===== src/rtl/uart_link_pkg.sv =====
// Shared definitions for the host-side UART link: ASCII framing constants,
// frame lengths, TX/RX state encodings and small byte-classification helpers.
package uart_link_pkg;

  localparam logic [7:0] CH_S     = 8'h53;
  localparam logic [7:0] CH_COLON = 8'h3A;
  localparam logic [7:0] CH_SLASH = 8'h2F;
  localparam logic [7:0] CH_LF    = 8'h0A;
  localparam logic [7:0] CH_ZERO  = 8'h30;
  localparam logic [7:0] CH_ONE   = 8'h31;
  localparam logic [7:0] CH_NINE  = 8'h39;

  localparam logic [7:0] CMD_A = 8'h41;
  localparam logic [7:0] CMD_B = 8'h42;
  localparam logic [7:0] CMD_C = 8'h43;
  localparam logic [7:0] CMD_D = 8'h44;
  localparam logic [7:0] CMD_L = 8'h4C;

  localparam int CMD_LEN  = 5;
  localparam int STAT_LEN = 9;

  typedef enum logic [2:0] {
    TX_IDLE, TX_CHECK, TX_LOAD, TX_SEND, TX_FIN
  } tx_state_t;

  // One state per expected byte of "S:TTHHFH/".
  typedef enum logic [3:0] {
    RX_S0, RX_S1, RX_S2, RX_S3, RX_S4, RX_S5, RX_S6, RX_S7, RX_S8
  } rx_state_t;

  function automatic logic is_digit(input logic [7:0] b);
    return (b >= CH_ZERO) && (b <= CH_NINE);
  endfunction

  function automatic logic is_flag(input logic [7:0] b);
    return (b == CH_ZERO) || (b == CH_ONE);
  endfunction

  // LED command only takes on/off digits; threshold commands take 0..9.
  function automatic logic cmd_legal(input logic [7:0] code,
                                     input logic [3:0] v0,
                                     input logic [3:0] v1);
    logic known;
    known = (code == CMD_A) || (code == CMD_B) || (code == CMD_C) ||
            (code == CMD_D) || (code == CMD_L);
    return known && (v0 <= 4'd9) && (v1 <= 4'd9) &&
           !((code == CMD_L) && ((v0 > 4'd1) || (v1 > 4'd1)));
  endfunction

  // Byte at position idx of the command frame "[cmd][v0]:[v1]\n".
  function automatic logic [7:0] cmd_byte(input logic [2:0] idx,
                                          input logic [7:0] code,
                                          input logic [3:0] v0,
                                          input logic [3:0] v1);
    case (idx)
      3'd0:    return code;
      3'd1:    return CH_ZERO + {4'h0, v0};
      3'd2:    return CH_COLON;
      3'd3:    return CH_ZERO + {4'h0, v1};
      default: return CH_LF;
    endcase
  endfunction

endpackage


===== src/rtl/uart_host_link_parser.sv =====
// status_frame_parser: walks the board's "S:TTHHFH/" status frame one byte
// per rx_done, captures digits into shadow registers and publishes them only
// when the terminator arrives. Optional inter-byte timeout: RX_TIMEOUT_EN.
module status_frame_parser
  import uart_link_pkg::*;
#(
  parameter int TIMEOUT_CYCLES = 100_000,
  parameter int TIMER_W        = 17
) (
  input  logic       clk_1Mhz,
  input  logic       rst_n,
  input  logic [7:0] rx_data,
  input  logic       rx_done,
  output logic [6:0] temperature,
  output logic [6:0] humidity,
  output logic       fan_state,
  output logic       hum_state,
  output logic       stat_valid,
  output logic       frame_err
);

  if ((TIMEOUT_CYCLES < 1) || (TIMEOUT_CYCLES >= (1 << TIMER_W)) ||
      (int'(RX_S8) + 1 != STAT_LEN)) begin : g_bad_cfg
    $error("status_frame_parser: TIMER_W too narrow for TIMEOUT_CYCLES");
  end

  rx_state_t  state, next_state;
  logic       commit, err;
  logic [3:0] t1_sh, t0_sh, h1_sh, h0_sh;
  logic       fan_sh, hum_sh;
  logic       timeout;

`ifdef RX_TIMEOUT_EN
  logic [TIMER_W-1:0] timer;

  assign timeout = (state != RX_S0) && !rx_done &&
                   (timer == TIMER_W'(TIMEOUT_CYCLES - 1));

  // Idle-gap timer: restarts on every byte, parked at 0 while hunting for 'S'.
  always_ff @(posedge clk_1Mhz or negedge rst_n) begin
    if (!rst_n)                                   timer <= '0;
    else if (rx_done || timeout || state == RX_S0) timer <= '0;
    else                                          timer <= timer + 1'b1;
  end
`else
  assign timeout = 1'b0;
`endif

  // Parser state register.
  // NOTE: state and data registers use non-blocking (<=) so every flop samples
  // pre-edge values; blocking here would create order-dependent simulation.
  always_ff @(posedge clk_1Mhz or negedge rst_n) begin
    if (!rst_n) state <= RX_S0;
    else        state <= next_state;
  end

  // Next-state decode: validate the current byte against its frame slot.
  // NOTE: every variable gets a default before the case so no path leaves it
  // unassigned, which would otherwise infer a latch.
  always_comb begin
    logic ok;
    next_state = state;
    commit     = 1'b0;
    err        = 1'b0;
    ok         = 1'b0;
    case (state)
      RX_S0:                      ok = (rx_data == CH_S);
      RX_S1:                      ok = (rx_data == CH_COLON);
      RX_S2, RX_S3, RX_S4, RX_S5: ok = is_digit(rx_data);
      RX_S6, RX_S7:               ok = is_flag(rx_data);
      RX_S8:                      ok = (rx_data == CH_SLASH);
      default:                    ok = 1'b0;
    endcase
    if (timeout) begin
      next_state = RX_S0;
      err        = 1'b1;
    end else if (rx_done) begin
      if (state == RX_S0) begin
        // Line noise between frames is not an error.
        next_state = ok ? RX_S1 : RX_S0;
      end else if (ok) begin
        commit     = (state == RX_S8);
        next_state = (state == RX_S8) ? RX_S0 : rx_state_t'(state + 4'd1);
      end else begin
        // A stray 'S' is most likely the start of the next frame: resync.
        err        = 1'b1;
        next_state = (rx_data == CH_S) ? RX_S1 : RX_S0;
      end
    end
  end

  // Shadow capture of each field as its byte arrives.
  // NOTE: shadow registers are reset too; they are few flops and keep the
  // published outputs deterministic even for a frame that starts out of reset.
  always_ff @(posedge clk_1Mhz or negedge rst_n) begin
    if (!rst_n) begin
      t1_sh  <= '0;
      t0_sh  <= '0;
      h1_sh  <= '0;
      h0_sh  <= '0;
      fan_sh <= 1'b0;
      hum_sh <= 1'b0;
    end else if (rx_done) begin
      case (state)
        RX_S2:   t1_sh  <= rx_data[3:0];
        RX_S3:   t0_sh  <= rx_data[3:0];
        RX_S4:   h1_sh  <= rx_data[3:0];
        RX_S5:   h0_sh  <= rx_data[3:0];
        RX_S6:   fan_sh <= rx_data[0];
        RX_S7:   hum_sh <= rx_data[0];
        default: ;
      endcase
    end
  end

  // Publish a good frame and raise the status/error strobes.
  always_ff @(posedge clk_1Mhz or negedge rst_n) begin
    if (!rst_n) begin
      temperature <= '0;
      humidity    <= '0;
      fan_state   <= 1'b0;
      hum_state   <= 1'b0;
      stat_valid  <= 1'b0;
      frame_err   <= 1'b0;
    end else begin
      stat_valid <= commit;
      frame_err  <= err;
      if (commit) begin
        temperature <= 7'(t1_sh) * 7'd10 + 7'(t0_sh);
        humidity    <= 7'(h1_sh) * 7'd10 + 7'(h0_sh);
        fan_state   <= fan_sh;
        hum_state   <= hum_sh;
      end
    end
  end

endmodule


===== src/rtl/uart_host_link.sv =====
// uart_host_link: host-side UART link endpoint. Serialises commands into
// "[cmd][v0]:[v1]\n" over a start/busy/done byte interface and hands received
// bytes to status_frame_parser. Optional macro: RX_TIMEOUT_EN (parser timeout).
module uart_host_link
  import uart_link_pkg::*;
#(
  parameter int TIMEOUT_CYCLES = 100_000,
  parameter int TIMER_W        = 17
) (
  input  logic       clk_1Mhz,
  input  logic       rst_n,
  input  logic       cmd_valid,
  output logic       cmd_ready,
  input  logic [7:0] cmd_code,
  input  logic [3:0] cmd_val0,
  input  logic [3:0] cmd_val1,
  output logic       cmd_err,
  output logic       cmd_sent,
  output logic       tx_start,
  output logic [7:0] tx_data,
  input  logic       tx_busy,
  input  logic       tx_done,
  input  logic [7:0] rx_data,
  input  logic       rx_done,
  output logic [6:0] temperature,
  output logic [6:0] humidity,
  output logic       fan_state,
  output logic       hum_state,
  output logic       stat_valid,
  output logic       frame_err
);

  tx_state_t  state, next_state;
  logic [7:0] code_q;
  logic [3:0] val0_q, val1_q;
  logic [2:0] idx;

  // TX state register.
  always_ff @(posedge clk_1Mhz or negedge rst_n) begin
    if (!rst_n) state <= TX_IDLE;
    else        state <= next_state;
  end

  // TX next-state and handshake strobes.
  always_comb begin
    next_state = state;
    cmd_ready  = 1'b0;
    cmd_err    = 1'b0;
    cmd_sent   = 1'b0;
    case (state)
      TX_IDLE: begin
        cmd_ready = 1'b1;
        if (cmd_valid) next_state = TX_CHECK;
      end
      TX_CHECK: begin
        if (cmd_legal(code_q, val0_q, val1_q)) begin
          next_state = TX_LOAD;
        end else begin
          cmd_err    = 1'b1;
          next_state = TX_IDLE;
        end
      end
      TX_LOAD:  if (!tx_busy) next_state = TX_SEND;
      TX_SEND: begin
        if (tx_done) next_state = (idx == 3'(CMD_LEN - 1)) ? TX_FIN : TX_LOAD;
      end
      TX_FIN: begin
        cmd_sent   = 1'b1;
        next_state = TX_IDLE;
      end
      default: next_state = TX_IDLE;
    endcase
  end

  // Command latch, byte index and the byte request held toward uart_tx.
  always_ff @(posedge clk_1Mhz or negedge rst_n) begin
    if (!rst_n) begin
      code_q   <= '0;
      val0_q   <= '0;
      val1_q   <= '0;
      idx      <= '0;
      tx_start <= 1'b0;
      tx_data  <= '0;
    end else begin
      if (state == TX_IDLE && cmd_valid) begin
        code_q <= cmd_code;
        val0_q <= cmd_val0;
        val1_q <= cmd_val1;
        idx    <= '0;
      end
      if (state == TX_LOAD && !tx_busy) begin
        tx_start <= 1'b1;
        tx_data  <= cmd_byte(idx, code_q, val0_q, val1_q);
      end
      if (state == TX_SEND && tx_done) begin
        tx_start <= 1'b0;
        if (idx != 3'(CMD_LEN - 1)) idx <= idx + 3'd1;
      end
    end
  end

  status_frame_parser #(
    .TIMEOUT_CYCLES(TIMEOUT_CYCLES),
    .TIMER_W       (TIMER_W)
  ) u_parser (
    .clk_1Mhz   (clk_1Mhz),
    .rst_n      (rst_n),
    .rx_data    (rx_data),
    .rx_done    (rx_done),
    .temperature(temperature),
    .humidity   (humidity),
    .fan_state  (fan_state),
    .hum_state  (hum_state),
    .stat_valid (stat_valid),
    .frame_err  (frame_err)
  );

endmodule


===== config.mk =====
export PLATFORM = sky130hd
export DESIGN_NAME = uart_host_link
export DESIGN_NICKNAME = d
export VERILOG_FILES = /design/src/rtl/uart_link_pkg.sv /design/src/rtl/uart_host_link_parser.sv /design/src/rtl/uart_host_link.sv
export SDC_FILE = /design/constraint.sdc
export NUM_CORES = 1
export LEC_CHECK = 0
export CAP_MARGIN = 10
export CORE_UTILIZATION = 50
export DETAILED_ROUTE_END_ITERATION = 6
export PLACE_DENSITY = 0.75
export SETUP_SLACK_MARGIN = 0.5
export SLEW_MARGIN = 0
export SYNTH_ARGS = -nofsm -noshare
export SYNTH_HDL_FRONTEND = slang
export SYNTH_SLANG_ARGS = --single-unit
export TNS_END_PERCENT = 5

===== constraint.sdc =====
create_clock -name clk_1Mhz -period 5.1 [get_ports clk_1Mhz]
set_input_delay 1.02 -clock clk_1Mhz [delete_from_list [all_inputs] [get_ports clk_1Mhz]]
set_output_delay 1.02 -clock clk_1Mhz [all_outputs]
set_load 0.005 [all_outputs]

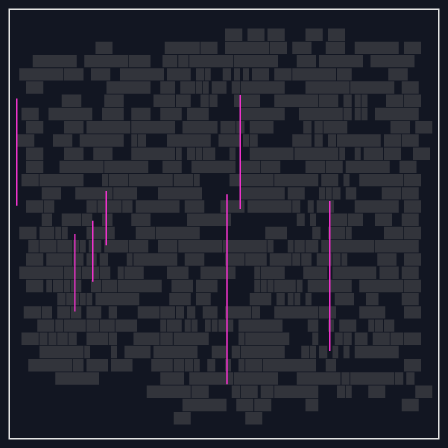
Figure 1: run 1, signal wires on met4.
wire length on this layer: 153 um
longest straight run: 38.8 um
main direction: vertical
Vias: 2687
final wirelength: 7.51 mm

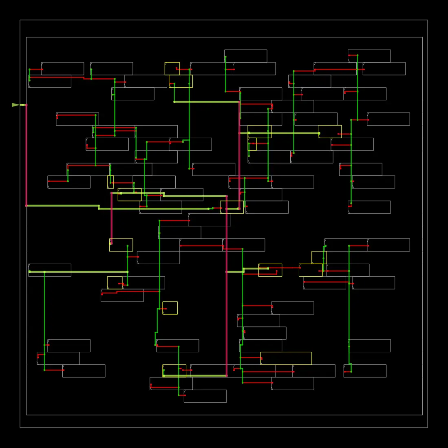
Figure 2: run 1, the clock network.
Num CTS Buffers: 9
CLK BUF: 10

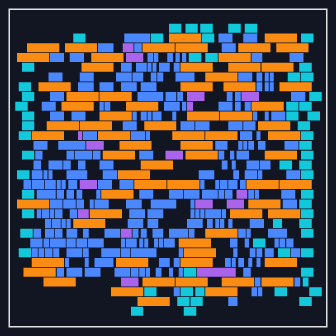
Figure 3: run 1, cell classes on the final placement.
legend:
  registers:
    colour: orange
    cells: 71
    share_of_their_area: 40%
  remaining logic cells:
    colour: blue
    cells: 243
    share_of_their_area: 42%
  clock drivers and dummy loads:
    colour: purple
    cells: 16
    share_of_their_area: 4.5%
  remaining buffers and delay cells:
    colour: cyan
    cells: 61
    share_of_their_area: 14%
post-layout util: 65.3%
row count: 30
sequential share of cell area: 39.0%

==> notes.md, run 1 <==
run results: Critical R2R Launch u_parser.state[0], worst endpoint required time 4.08 ns, Leak approximately 2.1 nW, ANT cells 0, relative slew slack between 50% and 60%, mux frac, synth about 14%, Layout Skew 0.00968 ns, Synth area leader dfrtp_1, fin nets ~440, total power draw between 1.5 and 2 mW, PwrDens ~380 mW/mm^2, core region area ~0.0070 sq mm, Placed Area about 0.0044 sq mm, met1 GRT Util 25.9%, CP arrival ~2.2 ns, met3 WL around 440 um, Slowest Stage Delay on Critical Path between 0.4 and 0.5 ns, Final Wtd Congestion about 0.85, DRT Pass-1 Iters 5, dominant logic cell types in the final layout dfrtp_1 (71), clkdlybuf4s50_1 (58), mux2_2 (37), nand2_1 (31), o21ai_0 (23), GRT met2 Usage 35.8%, Setup CP Type flip-flop to output port, endpoints failing hold 0, Clock Path Buffers 2, status complete, no violations, flop2flop setup slack roughly 2.9 ns, worst-path cell chain nor4b_1 -> nand2_1 -> nor3_1 -> nor4_1 -> clkdlybuf4s50_1, Worst Hold Depth 2, P&R area growth vs syn 23.2%, initial antenna violation count 0, vias per cell approximately 5.5, met3 usage in global routing 5.94%, P_comb around 0.48 mW, Hold Worst Slack between 0.4 and 0.5 ns, count of library flops with an enable pin 0
## run 1: critical path: cells and delay by family (launching register included)
family                 cells  cell delay (ns)
and+or+nand+nor            4             1.00
buffers and inverters      1             0.45
DFF                        1             0.41
## run 1: worst max-delay path by stage
stage                           from                 endpoint  slack, ns  cells after the start
after floorplan           rx_data[2]       u_parser.frame_err       2.86                      6
after global placement       rx_done  u_parser.temperature[5]       2.17                      5
after detailed placement  rx_data[1]     u_parser.humidity[5]       2.08                      5
after CTS                  code_q[4]                  cmd_err       1.90                      5
after global routing       code_q[4]                  cmd_err       1.76                      5
final                      code_q[4]                  cmd_err       1.88                      5
## run 1: synthesized netlist by cell type, drive strengths merged (2+ instances only)
| cell type | number |
|---|---|
| xnor2 | 4 |
| nand4 | 2 |
| a21o | 3 |
| mux2 | 41 |
| o21ai | 24 |
| a211oi | 3 |
| ha | 22 |
| buf | 7 |
| fa | 4 |
| nand3 | 5 |
| nor3 | 7 |
| inv | 15 |
| nand3b | 2 |
| clkbuf | 4 |
| o22ai | 4 |
| and3 | 4 |
| nand2 | 31 |
| nor2 | 17 |
| nor2b | 6 |
| dfrtp | 71 |
| and2 | 3 |
| mux2i | 4 |
| a222oi | 4 |
| nand2b | 5 |
| xor2 | 7 |
| nor4 | 2 |
| nor4b | 2 |
| a21oi | 11 |
## run 1: cell type report
class                   instances  share of cell area (%)
flip-flops and latches         71                    39.0
multi-input cells             228                    39.7
repair buffers                 61                    13.2
clock inverters                 6                    1.54
clock buffers                  10                    2.80
well taps                      96                    2.63
inverters                      15                    1.23
## run 1: state kept, by name, summed over array words and instances, names as in the netlist, 7 cells and up
name                  flops
tx_data                   8
u_parser.temperature      7
code_q                    8
u_parser.humidity         7
Figure 4. Signal metal coverage by tile (run 1).
The die is cut into 18 by 18 equal tiles; dark blue is low, red is high, scaled to the fullest tile. Values are wire area over tile area, all layers added.
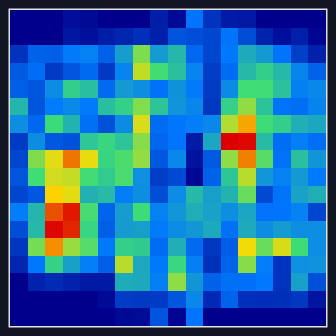

==> run 2, diff against run 1 <==
Settings changed: CORE_UTILIZATION 50 to 48, PLACE_DENSITY 0.75 to 0.76.
Clock period 5.1 ns to 2.69 ns, I/O delays scaled along.
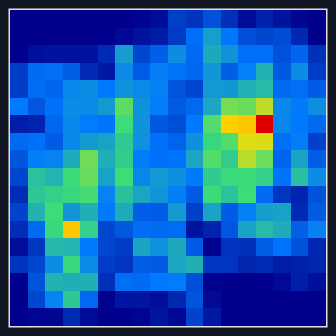
Figure 5: run 2, signal metal coverage by tile.
The die is cut into 18 by 18 equal tiles; dark blue is low, red is high, scaled to the fullest tile. Values are wire area over tile area, all layers added.
emptiest ninth of the die: bottom right
mean over tiles: 0.16
fullest tile: 0.72
WL/cell: 16.6 um
GR Util All Layers: 20.7%
Vias: 2786

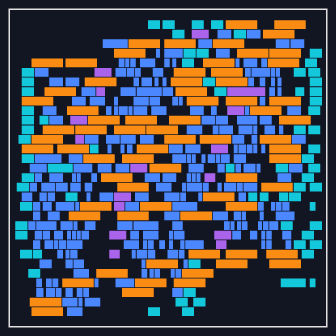
Figure 6: run 2, cell classes on the final placement.
legend:
  remaining buffers and delay cells:
    colour: cyan
    cells: 69
    share_of_their_area: 15%
  clock drivers and dummy loads:
    colour: purple
    cells: 16
    share_of_their_area: 4.5%
  registers:
    colour: orange
    cells: 71
    share_of_their_area: 39%
  remaining logic cells:
    colour: blue
    cells: 244
    share_of_their_area: 42%
sequential share of cell area: 38.0%
post-layout util: 63.5%

==> run 2 against run 1 <==
  * Combinational power grew 110%
  * Highest routed layer unchanged
  * Critical endpoint unchanged
  * Non-clock buffer count grew 8
  * Sequential share of layout area shrank 1.0 points
  * Synthesized cell count is the same
  * Total power grew 98%
  * Sequential cell count is the same
  * Register-to-register slack lost 2.4 ns
  * Count of clock-buffer cells in the layout shrank 1
  * Clock skew grew 0.00075 ns
  * Sequential power grew about 90%
==> notes.md, run 2 <==
run results: crit end category output port, Final Cycle Share 82.8%, top cells by count, synth dfrtp_1 (71), mux2_2 (37), nand2_1 (31), o21ai_0 (23), ha_1 (22), xor+xnor area frac 2.81%, Async S/R FF share, synth 100%, Starting Density 50.2%, family with the most delay on the worst path simple AND/OR/NAND/NOR gates, worst-margin pin slew roughly 0.46 ns, Post-Syn Instances ~330, DR iter-0 viols around 130, fin nets 451 (+2.0%), Hold Worst Slack 0.186 ns (-0.300 ns), number of fill cells in the layout slightly below 600, Slowest Stage Delay on Critical Path 0.41 ns (-0.04 ns), Clock Path Buffers 2 (unchanged), ys cells roughly 330, worst endpoint required time 2.15 ns (-1.93 ns), crit path max fanout 3, tool warnings 35, dominant logic cell types in the final layout dfrtp_1 (71), clkdlybuf4s50_1 (57), mux2_2 (37), nand2_1 (31), o21ai_0 (23), P&R area growth vs syn 26.4%, PwrDens 728 mW/mm^2 (+92%), Port Buffers just under 60, CP bufs+invs 1 (unchanged), Layout Skew 0.0104 ns (+0.000751 ns), largest registers code_q x8, tx_data x8, post-layout min period approximately 2.2 ns, Latency at later pin 0.35 ns, ANT cells 0 (unchanged), chip area between 0.008 and 0.009 sq mm, row count 31 (+3.3%), Logic family by area multiplexers, core region area 0.00737 sq mm (+5.6%), count of library flops with an enable pin 0 (unchanged), DRT Pass-1 Iters 5 (unchanged), worst-path cell chain nor4b_2 -> nand2_1 -> nor3_4 -> nor4_1 -> buf_2, clock sinks 71, Num CTS Buffers 9 (unchanged), Setup CP Type flip-flop to output port, Basic Gates by Area 12.7%, num ports 60, DP Worst Slack 0.177 ns, share of post-route cells with drive strength above 1 between 10% and 20%, vias per cell 5.58 (+1.2%), Die X about 90 um, final setup fails 0, mux frac, synth 14.1% (unchanged), Synth warnings 0, Antenna Violating Nets Remaining 0, startpoint types flip-flop, endpoints failing hold 0 (unchanged), synthesized area 0.00370 sq mm, RSZ-0062 raised after global routing true, Synth area leader dfrtp_1, initial antenna violation count 0 (unchanged), status complete, no violations, first-pass GRT wire length approximately 13 mm, relative slew slack 69.6% (+16 points), final wirelength 8.27 mm (+10%), max cap viols 0, Placed Area 0.00442 sq mm (+1.2%), total power draw 3.41 mW (+98%), CTS tree yes, Final Wtd Congestion 0.841 (-1.2%), CP arrival 1.69 ns (-0.51 ns), Leak 2.12 nW (+3.4%), DIE HEIGHT 89.8 um, GRT Residual Overflow 0, setup TNS 0 ns, Worst path slowest cell dfrtp_1, most frequent cell after synthesis dfrtp_1
## run 2: netlist changes by cell type in the layout (fill, tap and decap cells not counted), sizes merged, moves of 2 or more
| cell | before | now |
|---|---|---|
| buf | 3 | 12 |
| clkinvlp | 0 | 2 |
| clkinv | 4 | 1 |
| inv | 16 | 18 |
## run 2: layout make-up
class	count	area (sq um)	area share (%)
multi-input combinational	229	1840	39.3
sequential	71	1780	38.0
timing repair buffer	69	681	14.5
clock buffer	9	124	2.65
tap	99	124	2.65
clock inverter	7	80.1	1.71
inverter	15	56.3	1.20
## run 2: layer usage
| metal | share of wire (%) | GRT usage (%) | routed length, um |
|---|---|---|---|
| met1 | 41 | 24.7 | 3410 |
| met2 | 51 | 36.2 | 4250 |
| met3 | 5.5 | 3.55 | 453 |
| met4 | 1.9 | 9.84 | 156 |
| met5 | 0 | 0 | 0 |
## run 2: final timing paths
check | startpoint | end | slack [ns] | cells past startpoint
worst max register to register | u_parser.state[0] | u_parser.humidity[5] | 0.55 | 7
max in group asynchronous | rst_n | code_q[1] | 2.19 | 2
min in group clk_1Mhz | tx_data[6] | tx_data[6] | 0.48 | 2
worst max-delay path | code_q[4] | cmd_err | 0.46 | 5
worst min register to register | tx_data[6] | tx_data[6] | 0.48 | 2
worst min-delay path | rst_n | idx[0] | 0.19 | 2
## run 2: power breakdown
| group | internal (mW) | switching [mW] |
|---|---|---|
| registers | 1.29 | 0.231 |
| clock network | 0.439 | 0.440 |
| logic | 0.541 | 0.463 |
| total | 2.27 | 1.13 |
## run 2: what timing repair did
action | in CTS | in global routing
setup endpoints to repair | 9 | 19
setup buffers | 2 | 1
gates cloned | 0 | 1
hold buffers | 0 | 0
gates resized | 5 | 1
pin swaps | 3 | 4
Power figures rest on the tool's default switching activity, not on a simulated workload.
